**Cells by drive strength**

(3 px per um)
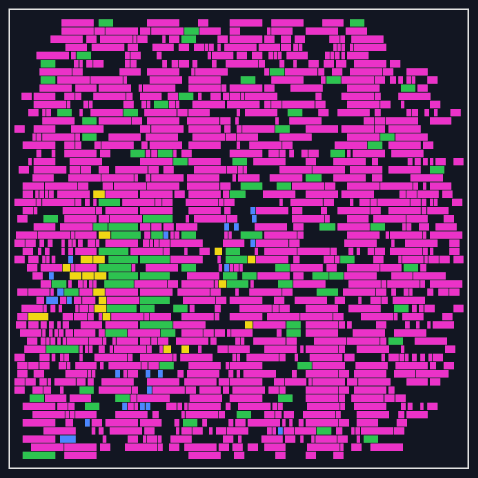
**The clock network**

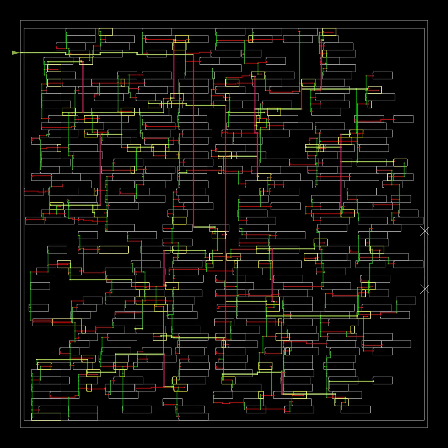
**The metal 3 layer**

(3 px per um)
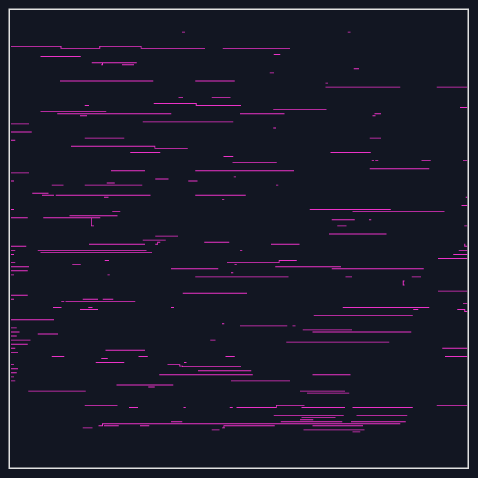
[config.mk]
export PLATFORM = sky130hd
export DESIGN_NAME = frame_mem_responder
export DESIGN_NICKNAME = d
export VERILOG_FILES = /design/src/rtl/frame_mem_responder.sv
export SDC_FILE = /design/constraint.sdc
export NUM_CORES = 1
export LEC_CHECK = 0
export ABC_CLOCK_PERIOD_IN_PS = 8500
export CAP_MARGIN = 20
export CORE_UTILIZATION = 55
export CTS_BUF_LIST = sky130_fd_sc_hd__clkbuf_8
export DETAILED_ROUTE_END_ITERATION = 12
export GPL_TIMING_DRIVEN = 0
export HOLD_SLACK_MARGIN = 0.08
export PLACE_DENSITY_LB_ADDON = 0.08
export SLEW_MARGIN = 20
export SYNTH_ARGS = -nofsm -noshare
export SYNTH_HDL_FRONTEND = slang
export SYNTH_SLANG_ARGS = --single-unit
export TNS_END_PERCENT = 30
[constraint.sdc]
create_clock -name clk -period 8.5 [get_ports clk]
set_input_delay 1.7 -clock clk [delete_from_list [all_inputs] [get_ports clk]]
set_output_delay 1.7 -clock clk [all_outputs]
set_load 0.005 [all_outputs]
[src/rtl/frame_mem_responder.sv]
// frame_mem_responder: single-port RAM responder for the frame-buffer write and
// read initiators. Active-low requests are arbitrated onto one RAM port and each
// completes with a one-cycle wr_rdy or rd_data_valid pulse. All outputs registered.
module frame_mem_responder #(
    parameter int DATA_WIDTH = 32,
    parameter int ADDR_WIDTH = 3,
    parameter int MEM_DEPTH  = 1 << ADDR_WIDTH,
    parameter int RD_LATENCY = 2
) (
    input  logic                  clk,
    input  logic                  reset,
    input  logic                  wr_en,
    input  logic                  rd_en,
    input  logic [ADDR_WIDTH-1:0] wr_addr,
    input  logic [ADDR_WIDTH-1:0] rd_addr,
    input  logic [DATA_WIDTH-1:0] wr_data,
    output logic                  wr_rdy,
    output logic                  rd_data_valid,
    output logic [DATA_WIDTH-1:0] rd_data,
    output logic                  busy
);

    localparam logic [1:0] S_IDLE = 2'd0;
    localparam logic [1:0] S_WR   = 2'd1;
    localparam logic [1:0] S_RD   = 2'd2;
    localparam logic [1:0] S_ACK  = 2'd3;

    // last_grant encoding: 1 = read side was served last
    localparam logic GRANT_WR = 1'b0;
    localparam logic GRANT_RD = 1'b1;

    // A one-bit counter is kept even for RD_LATENCY=1 so the width is never zero
    localparam int CNT_W = (RD_LATENCY > 1) ? $clog2(RD_LATENCY) : 1;
    localparam logic [CNT_W-1:0] CNT_LOAD = CNT_W'(RD_LATENCY - 1);

    logic [1:0]            state;
    logic                  last_grant;
    logic [ADDR_WIDTH-1:0] addr;
    logic [DATA_WIDTH-1:0] data;
    logic [CNT_W-1:0]      cnt;
    logic                  wr_req;
    logic                  rd_req;
    logic                  pick_wr;

    logic [DATA_WIDTH-1:0] mem [0:MEM_DEPTH-1];

    // Arbitration: a lone request wins; on a tie the side not served last wins
    always_comb begin
        wr_req  = ~wr_en;
        rd_req  = ~rd_en;
        pick_wr = wr_req && (!rd_req || (last_grant == GRANT_RD));
    end

    // Main FSM: grant, RAM access, completion pulse, one-cycle ACK holdoff
    always_ff @(posedge clk) begin
        if (reset) begin
            state         <= S_IDLE;
            last_grant    <= GRANT_RD;
            addr          <= '0;
            data          <= '0;
            cnt           <= '0;
            wr_rdy        <= 1'b0;
            rd_data_valid <= 1'b0;
            rd_data       <= '0;
            busy          <= 1'b0;
        end else begin
            case (state)
                S_IDLE: begin
                    // last_grant follows every grant, so ties alternate fairly
                    if (pick_wr) begin
                        addr       <= wr_addr;
                        data       <= wr_data;
                        last_grant <= GRANT_WR;
                        state      <= S_WR;
                        busy       <= 1'b1;
                    end else if (rd_req) begin
                        addr       <= rd_addr;
                        cnt        <= CNT_LOAD;
                        last_grant <= GRANT_RD;
                        state      <= S_RD;
                        busy       <= 1'b1;
                    end
                end
                S_WR: begin
                    wr_rdy <= 1'b1;
                    state  <= S_ACK;
                end
                S_RD: begin
                    if (cnt != '0) begin
                        cnt <= cnt - 1'b1;
                    end else begin
                        rd_data       <= mem[addr];
                        rd_data_valid <= 1'b1;
                        state         <= S_ACK;
                    end
                end
                S_ACK: begin
                    // Requests ignored here so the initiator can move its address on
                    wr_rdy        <= 1'b0;
                    rd_data_valid <= 1'b0;
                    state         <= S_IDLE;
                    busy          <= 1'b0;
                end
                default: begin
                    state <= S_IDLE;
                    busy  <= 1'b0;
                end
            endcase
        end
    end

    // RAM write port; contents survive reset, but a reset edge aborts the write
    always_ff @(posedge clk) begin
        if (!reset && state == S_WR) begin
            mem[addr] <= data;
        end
    end

endmodule

==> results.toml <==
# implementation run metrics
[floorplan]
core_mm2 = 0.0220
nWellTaps = 280

[finish]
final_area_mm2 = 0.0151
comb_cells = 444
bufAreaShareNonClock = 0.0988

[critical_path]
setup.worst_path.end_class = "register"
crit_arrival_ns = 3.99
slowest_stage = "nor2_4"
critPathKind = "input port to register"

[cts]
clk_pin_slew_worst_paths_ns = 0.05

[detailed_routing]
drc = 2
route.met3.wl_um = 1940
met1_length_um = 12700
avgViaCountPerCell = 5.80

[global_route]
busiest_layer = "met2"

[power_and_ir_drop]
leakagePower_nw = 5.14

[yosys]
ys_area_mm2 = 0.0125
yosysMostFrequentCell = "edfxtp_1"
syn_nets = 876

[final_timing]
rsz0062_at_grt = "no"
finalSetupViolations = 0

[outcome]
outcome = "complete, but fails checks"
violations = "DRC"
About 'cells by drive strength':
[magenta] x1 and smaller | cells: 883 | share: 87% | most used: edfxtp_1
[blue] x2 | cells: 22 | share: 2.2% | most used: buf_2
[green] x6 and larger | cells: 88 | share: 8.7% | most used: clkbuf_8
[yellow] x3 and x4 | cells: 19 | share: 1.9% | most used: nor2_4

About 'the clock network':
clk_buf instances: 61
CTS Sinks: 330
Clock Skew: 0.0197 ns

About 'the metal 3 layer':
share of all routed wire: 6.5%
main direction: horizontal
wire length on this layer: 1940 um
nets with wire on the layer: 115

